Design img_arith_engine, sky130hd; sources not shown.
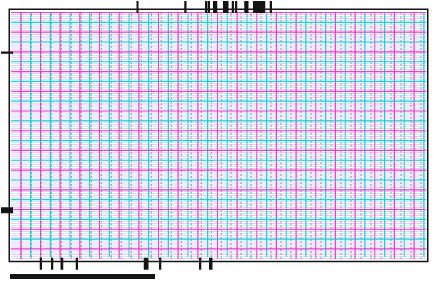
**Above:** PDN straps and rails.
Bar = 200 um. Pins as bars on the die edge. Tap cells in gray.
Magenta marks VSS. Cyan marks VDD.
2603 tap cells. The core has 125 rows. 25 straps on met5. 49 signal pins sit on the boundary.
core box area: 195000 sq um
vertical die size: 346 um

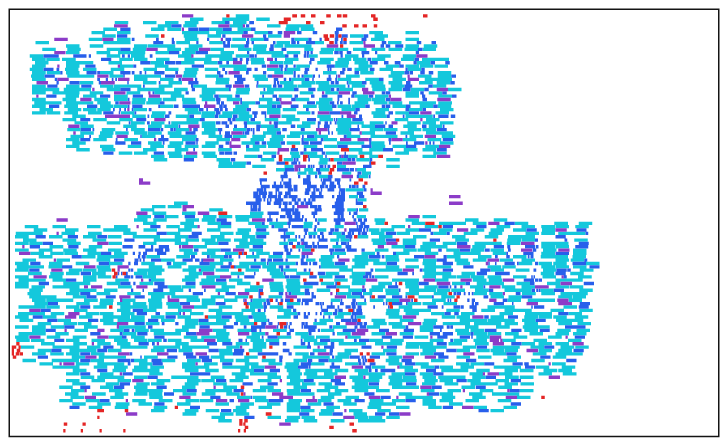
**Above:** cell classes on the final placement.
Red marks remaining buffers and delay cells, cells 138. Purple marks clock drivers and dummy loads, cells 273. Cyan marks registers, cells 1600. Blue marks remaining logic cells, cells 1494.
standard-cell rows: 125
Final Core Density: 36.8%
register fraction of the total cell area: 66.1%
post-layout instance area: 71700 sq um

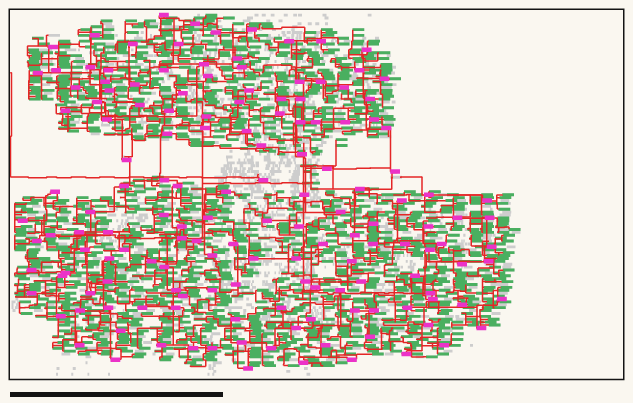
**Above:** clock network drawn from the DEF.
Bar = 200 um.
Red marks clock wires, length 18600 um. Magenta marks clock-net drivers, count 151. Green marks flip-flops, count 1600.
There are 152 routed clock nets.
power in the clock group: 0.00507 W
part of the total power dissipated in the clock network: 35.5%
later-pin clock latency in the skew report: 0.81 ns

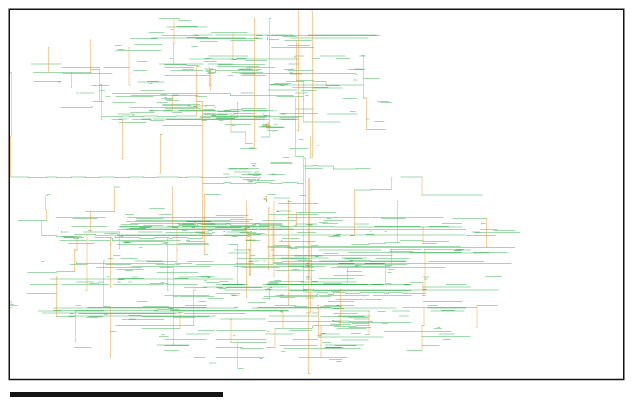
**Above:** routed metal, one color a layer.
Bar = 200 um. Only two layers are drawn.
Orange marks M4, wire length 3560 um. Green marks M3, wire length 18400 um.
drt total wl: 163000 um
routed length per instance: 26.6 um
GR Util All Layers: 16.2%

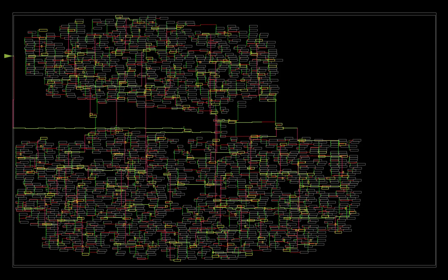
**Above:** the clock network.
number of clock sinks: 1600
count of flip-flops and latches: 1600
tally of clock buffers in the finished layout: 198
number of buffers inserted during clock tree synthesis: 151

==> run notes <==
Synthesis and place-and-route results.

- Ranked by power, first place goes to registers.
- Per the CTS log, the maximum H-tree level is 4.
- The routing usage on met2 is 21.0%.
- Global routing consumed, on the met3 layer, 5.45% of the routing resources.
- The worst setup path is of the in2out kind.
- Per the layout area report, the combinational fraction of cell area is 20.6%.
- The layout filler cell count is 17.9k.
- The final critical path time including I/O delays and setup is 6.95 ns.
- The final cell count without fillers is 6114.
- The most frequent cell after synthesis is sky130_fd_sc_hd__edfxtp_1.
- Setup repair after global routing left no endpoint under its margin.
- The path length in cells of the critical path is 5.
- The final timing report gives a worst setup slack of 4.35 ns.
- The share of the synthesized area in the top cell type is 73.0%.
- Non-clock buffers in the final layout number 138.
- The nature of the critical path startpoint is a primary input.
- The final cycle utilization of the critical path is 61.5%.
- TritonCTS built the clock tree.
- The cell type with the largest total area after synthesis is sky130_fd_sc_hd__edfxtp_1.
- The pin count of the biggest net entering global routing is 113.
- The number of buffers inserted by hold repair at cts is 0.
- The number of maximum-capacitance violations is 0.
- The area fraction in compound gates after synthesis is 3.87%.
- Post-CTS repair changed the size of 0 cells.
- The cell chosen for the clock root is sky130_fd_sc_hd__clkbuf_16.
- The most common library cell in the layout ignoring fill and taps is sky130_fd_sc_hd__edfxtp_1.
- Per the timing report, the achievable frequency comes out to 144 MHz.
- For the final routed database, the setup TNS stands at 0 ns.
- The horizontal extent of the die is 576 um.
- The initial DRC count is 4445.
- The area growth from synthesis to layout is 13.6%.
- Sorting the synthesized cells by area gives the leading types as sky130_fd_sc_hd__edfxtp_1 73%, sky130_fd_sc_hd__mux4_2 12%, sky130_fd_sc_hd__mux2i_1 2.8%.
- The DRC violation total left in the routed layout is recorded as 0.
- In the CTS report, the clock slew at the register clock pins of the worst setup and hold paths is listed as 0.06 ns.
- The final weighted congestion of routability-driven global placement is 0.852.
- The post-synthesis instance total is 3274.
- 6 antenna diodes ended up in the layout.
- The sequential fraction of the synthesis area is 75.1%.
- The endpoint arrival time on the critical path is 4.49 ns.
- The chip area line in the Yosys stat output reads 63200 sq um.
- The final net count is 3446.
- The flow ran to the end, and the final reports show no timing, DRC or antenna violations.
- In the detailed route, the total length drawn on met3 is 18400 um.
- For this block, wires on met1 add up to 75300 um.
- The type of the worst min-delay path is reg2reg.
- The relative area of non-clock buffer cells in the final design is 1.56%.
- The cell area power density is 199 nW/um^2.
- The net count after synthesis is 3335.
- The number of logic gates is 1425.
- Yosys shows that the main logic family after synthesis is multiplexers.
- The switching portion of total power is 26.6%.
- The mapped netlist covers 63200 sq um.
- The analysis attributes to net switching a power of 0.00381 W.
- The pre-CTS setup slack is 4.39 ns.
- The die covers 199000 sq um.
- The post-synthesis share of cell area spent on xor and xnor gates is 0.277%.
- The first-pass GRT wire length is 232000 um.
- The dominant register cell in the synthesized netlist is sky130_fd_sc_hd__edfxtp_1.
- The critical path goes through clkdlybuf4s50_1 -> buf_4 -> inv_2 -> nor2_1 -> clkdlybuf4s50_1.
- The boundary pin count is 49.
- The worst register-to-register path depth is 7.
- The number of warnings reported in the stage logs is 48.
- The fraction of final layout cells sized beyond drive strength 1 is 20.2%.
- The sequential share of power is 50.1%.
- In this run, the combinational gates consume 14.4% of the power.
- The static leakage is 22.1 nW.
- The synthesized netlist contains 67 unique library cells.
- The detailed router used layers up to and including met5.
Power figures rest on the tool's default switching activity, not on a simulated workload.
